==> config.mk <==
export PLATFORM = sky130hd
export DESIGN_NAME = cska_seq_ctrl
export DESIGN_NICKNAME = d
export VERILOG_FILES = /design/src/rtl/cska_seq_ctrl.sv
export SDC_FILE = /design/constraint.sdc
export NUM_CORES = 1
export LEC_CHECK = 0
export CAP_MARGIN = 20
export CORE_MARGIN = 1
export CORE_UTILIZATION = 48
export CTS_CLUSTER_DIAMETER = 40
export DETAILED_ROUTE_END_ITERATION = 12
export GPL_ROUTABILITY_DRIVEN = 0
export GPL_TIMING_DRIVEN = 0
export PLACE_DENSITY = 0.73
export SYNTH_ARGS = -nofsm -noshare
export SYNTH_HDL_FRONTEND = slang
export SYNTH_SLANG_ARGS = --single-unit
==> constraint.sdc <==
create_clock -name clk -period 3 [get_ports clk]
set_clock_uncertainty 0.2 [all_clocks]
set_input_delay 0.6 -clock clk [delete_from_list [all_inputs] [get_ports clk]]
set_output_delay 0.6 -clock clk [all_outputs]
set_load 0.01 [all_outputs]
==> src/rtl/cska_seq_ctrl.sv <==
// Sequential add/subtract: one 4-bit carry-skip slice per cycle, LSB slice first.
// Latency: NIBBLES RUN cycles after start, then a one-cycle done pulse.
// Backpressure: start is ignored while busy; a start in the done cycle chains directly.
module carry_skip_adder_4bit (
    input  logic [3:0] A,
    input  logic [3:0] B,
    input  logic       cin,
    output logic [3:0] sum,
    output logic       cout
);
    logic [3:0] p;
    logic [3:0] g;
    logic [4:0] c;

    always_comb begin
        p    = A ^ B;
        g    = A & B;
        c    = '0;
        c[0] = cin;
        for (int i = 0; i < 4; i++) begin
            c[i+1] = g[i] | (p[i] & c[i]);
        end
        sum  = p ^ c[3:0];
        // All four bits propagating: the block carry bypasses the ripple chain.
        cout = (&p) ? cin : c[4];
    end
endmodule

module cska_seq_ctrl #(
    parameter int NIBBLES = 4,
    localparam int W = 4 * NIBBLES
) (
    input  logic         clk,
    input  logic         rst_n,
    input  logic         start,
    input  logic         sub,
    input  logic [W-1:0] a,
    input  logic [W-1:0] b,
    output logic         busy,
    output logic         done,
    output logic [W-1:0] result,
    output logic         cout,
    output logic         ovf
);
    localparam int IW = (NIBBLES > 1) ? $clog2(NIBBLES) : 1;
    localparam logic [IW-1:0] LAST = IW'(NIBBLES - 1);

    typedef enum logic [1:0] {IDLE, RUN, DONE} state_t;

    state_t        state_q;
    state_t        state_d;
    logic          accept;
    logic          last_slice;
    logic [W-1:0]  a_r;
    logic [W-1:0]  b_r;
    logic [W-1:0]  acc;
    logic [W-1:0]  acc_nx;
    logic [IW-1:0] idx;
    logic          carry_r;
    logic [3:0]    a_sl;
    logic [3:0]    b_sl;
    logic [3:0]    sum_sl;
    logic          sl_cout;
    logic          ovf_nx;

    assign last_slice = (idx == LAST);
    assign busy       = (state_q == RUN);
    assign done       = (state_q == DONE);
    assign a_sl       = a_r[{idx, 2'b00} +: 4];
    assign b_sl       = b_r[{idx, 2'b00} +: 4];

    carry_skip_adder_4bit u_slice (
        .A    (a_sl),
        .B    (b_sl),
        .cin  (carry_r),
        .sum  (sum_sl),
        .cout (sl_cout)
    );

    always_comb begin
        acc_nx = acc;
        acc_nx[{idx, 2'b00} +: 4] = sum_sl;
        // b_r already holds ~b for subtraction, so this is the usual same-sign test.
        ovf_nx = (a_r[W-1] == b_r[W-1]) && (acc_nx[W-1] != a_r[W-1]);
    end

    always_ff @(posedge clk or negedge rst_n) begin
        if (!rst_n) begin
            state_q <= IDLE;
        end else begin
            state_q <= state_d;
        end
    end

    always_comb begin
        state_d = state_q;
        accept  = 1'b0;
        case (state_q)
            IDLE: begin
                if (start) begin
                    accept  = 1'b1;
                    state_d = RUN;
                end
            end
            RUN: begin
                if (last_slice) begin
                    state_d = DONE;
                end
            end
            DONE: begin
                accept  = start;
                state_d = start ? RUN : IDLE;
            end
            default: state_d = IDLE;
        endcase
    end

    always_ff @(posedge clk or negedge rst_n) begin
        if (!rst_n) begin
            a_r     <= '0;
            b_r     <= '0;
            acc     <= '0;
            idx     <= '0;
            carry_r <= 1'b0;
            result  <= '0;
            cout    <= 1'b0;
            ovf     <= 1'b0;
        end else if (accept) begin
            a_r     <= a;
            b_r     <= sub ? ~b : b;
            carry_r <= sub;
            idx     <= '0;
        end else if (state_q == RUN) begin
            acc     <= acc_nx;
            carry_r <= sl_cout;
            idx     <= last_slice ? '0 : idx + IW'(1);
            if (last_slice) begin
                result <= acc_nx;
                cout   <= sl_cout;
                ovf    <= ovf_nx;
            end
        end
    end
endmodule

Clock nets:
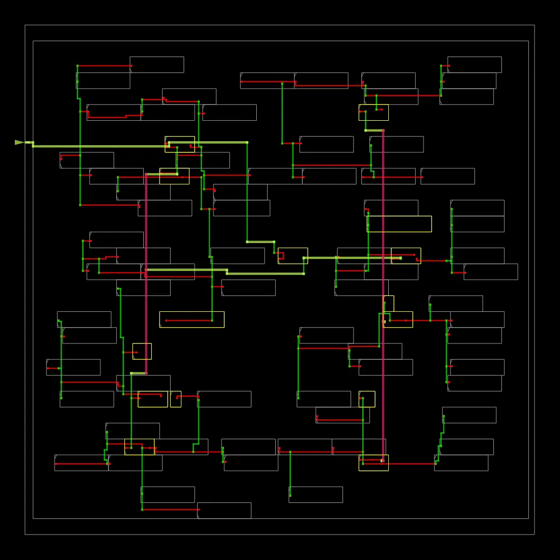
final-layout clock buffer total: 9
Late-Pin Clk Latency: 350 ps
Flops: 71

Metal layers overlaid:
The bar under the picture is 20 um long. Two of the layers only.
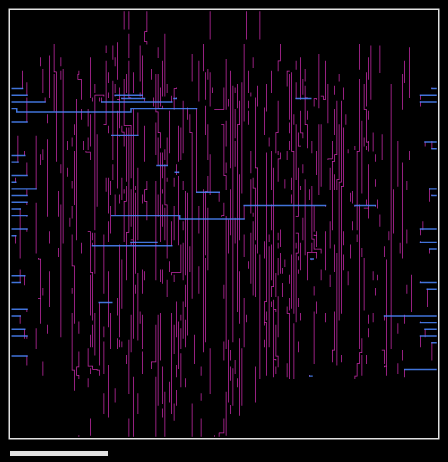
layer	color	wire length
M3	blue	261 um
M2	magenta	3440 um

==> ci_impl_report.md <==
## Implementation flow summary

| Metric | Value |
|---|---|
| Failing checks | `setup timing` |
| Startpoint Class | `register` |
| Xor/xnor share | `between 4 and 5%` |
| CTS H-tree depth | `3` |
| Post-detail-place hpwl | `just under 5000 um` |
| # diodes | `0` |
| Max FO, Critical Path | `4` |
| Post-synthesis cell area | `between 3000 and 4000 um^2` |
| Final WS setup | `-149 ps` |
| Hold Path Class | `in -> async` |
| CTS Hold Buffers Added | `0` |
| Area growth syn-to-layout | `28.6%` |
| Vias in the first global route | `around 2600` |
| Slew @ Worst Pin | `approximately 880 ps` |
| Crit path DRT | `between 3000 and 4000 ps` |
| DRT antenna net count | `0` |
| Worst-path clk slew | `80 ps` |
| Initial Util | `approximately half` |
| Worst slew margin | `about two fifths` |
| YS chip area | `about 3500 um^2` |
| Register area share after synthesis | `between 50% and 60%` |
| OpenROAD warnings | `38` |
| Commonest flop | `dfrtp_1` |
| Vias after detailed routing | `~2500` |
| Flops after synth | `71` |
| Clk root buf | `clkbuf_8` |
| Top cell area share | `between 50% and 60%` |
| Final Slew Violations | `0` |
| Layout Nets | `around 420` |
| DRC Markers | `0` |
| Share of cells above drive strength 1 | `20.4%` |
| Layout Cells excl Fill | `approximately 470` |
| RSZ-0062 raised after global routing | `yes` |
| Ys Warns | `0` |
| DR vias/cell | `between 5 and 6` |
| Avg Cell Area, Syn | `about 11 um^2` |
| And+or+nand+nor area frac | `11.0%` |
| Final setup fails | `9` |
| Initial antenna violation count | `0` |
| Detailed Route WL | `approximately 7000 um` |
| CTS tree | `yes` |
| Asr flop ratio synth | `100%` |
| Dominant combinational family | `AND-OR/OR-AND gates` |
| Dpl cell area | `between 4000 and 5000 um^2` |
| Dpl ws | `-382 ps` |
| Initial DRT Pass Iterations | `4` |
| Num CTS Buffers | `9` |
| Port bufs | `between 50 and 60` |
| Min Tclk post-route | `3150 ps` |
| Crit path launch | `idx[0]$_DFFE_PN0P_` |
| Most frequent cells in the layout | `dfrtp_1 (70), clkdlybuf4s50_1 (53), nand2_1 (41)` |
| Die height | `a little under 90 um` |
| FF-to-FF path depth | `10` |
| Post-synthesis mux area share | `roughly 11%` |
| Clock tree buffer depth | `2` |
| Adder Area Share | `~6%` |
| Routed WL per cell | `~15 um` |
| Power Dens Cells | `approximately 1200 nW/um^2` |
| TritonCTS sink count | `a little over 70` |
| Aoi share | `between 10% and 20%` |
| First-pass GRT wire length | `around 12000 um` |
| Placed cells | `about 460` |
| Status | `finished, violations left` |
| Leading area contributor after synthesis | `dfrtp_1` |
| Maxcap violations | `0` |
| Width of the die | `87.0 um` |
| Global route overflow | `0` |
| Synth unique cells | `31` |
| Crit path capture | `ovf$_DFFE_PN0P_` |
Sequential cells grouped by signal name:
The bar under the picture is 20 um long. Other sequential cells in the stronger gray, the rest of the logic in the fainter gray.
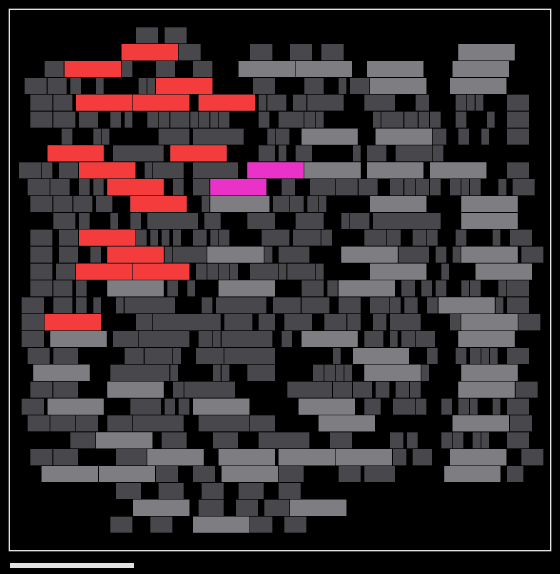
signal	color	sequential cells
state_q	magenta	2
b_r	red	16
not colored	53

Cells colored by class:
Fill, decap, tap and diode cells in gray.
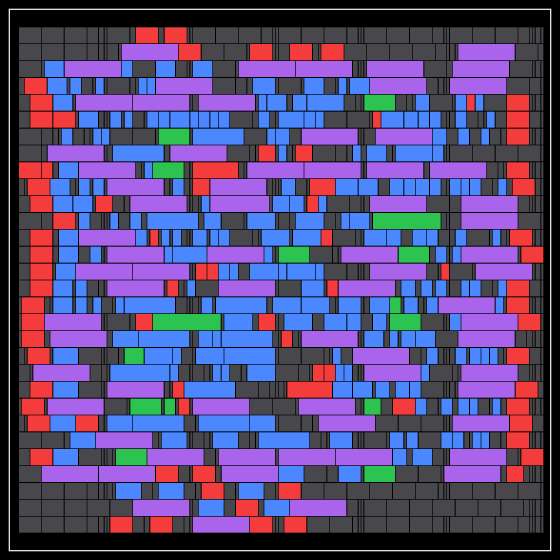
class	color	cells	share of their area
remaining buffers and delay cells	red	79	16%
clock drivers and dummy loads	green	15	4.8%
remaining logic cells	blue	213	38%
sequential cells	purple	71	41%
Seq/total area: 39.8%
core area: 6910 um^2
Rows: 30
design area: 4460 um^2

==> state kept, by name, summed over array words and instances (netlist names) <==
name     cells
carry_r      1
cout         1
idx          2
a_r         16
acc         16
result      16
ovf          1
state_q      2
b_r         16
==> through the flow <==
stage | setup TNS (ps) | hold WS, ps | util (%) | total power, W
2_1_floorplan | -375 | 104 | - | 0.00333
3_3_place_gp | -88600 | 258 | 60.1 | 0.00414
3_5_place_dp | -2980 | 269 | 60.0 | 0.00424
4_1_cts | -1720 | 197 | 64.3 | 0.00550
5_1_grt | -1990 | 246 | 64.6 | 0.00593
6_report | -1160 | 148 | 64.6 | 0.00552
==> report_power, final <==
part | switching, W | internal (W)
combinational | 0.00164 | 0.00148
sequential | 0.000226 | 0.00136
clock | 0.000354 | 0.000462
==> repair_timing <==
item                                   CTS  global route
gates resized                           16             7
endpoints found under the hold margin    0             0
buffers inserted                         5             0
setup endpoints to repair               19            15
pin swaps                                3             1
==> worst max-delay path, cell delays in order, from the launching register on <==
cell,delay [ps]
dfrtp_2,430
buf_12,140
mux4_2,370
fa_2,220
inv_2,50
fa_2,340
fa_2,350
inv_2,60
fa_2,480
a2111o_1,380
nand3_1,70
==> area by class of cell <==
class                           count  area, um^2
Clock inverter                      6        86.3
Buffer                             20         121
Inverter                           13        48.8
Sequential cell                    71        1780
Timing Repair Buffer               59         588
Multi-Input combinational cell    200        1600
Fill cell                         587        2440
Clock buffer                        9         124
Tap cell                           96         120
==> routing by layer <==
layer | global-route usage [%] | wire (um) | vias to the layer above
met3 | 3.89 | 261 | 11
met2 | 36.6 | 3440 | 65
met5 | 0 | 0 | -
met1 | 25.6 | 3050 | 1189
met4 | 10.0 | 121 | 0
li1 | - | - | 1199
Power figures rest on the tool's default switching activity, not on a simulated workload.
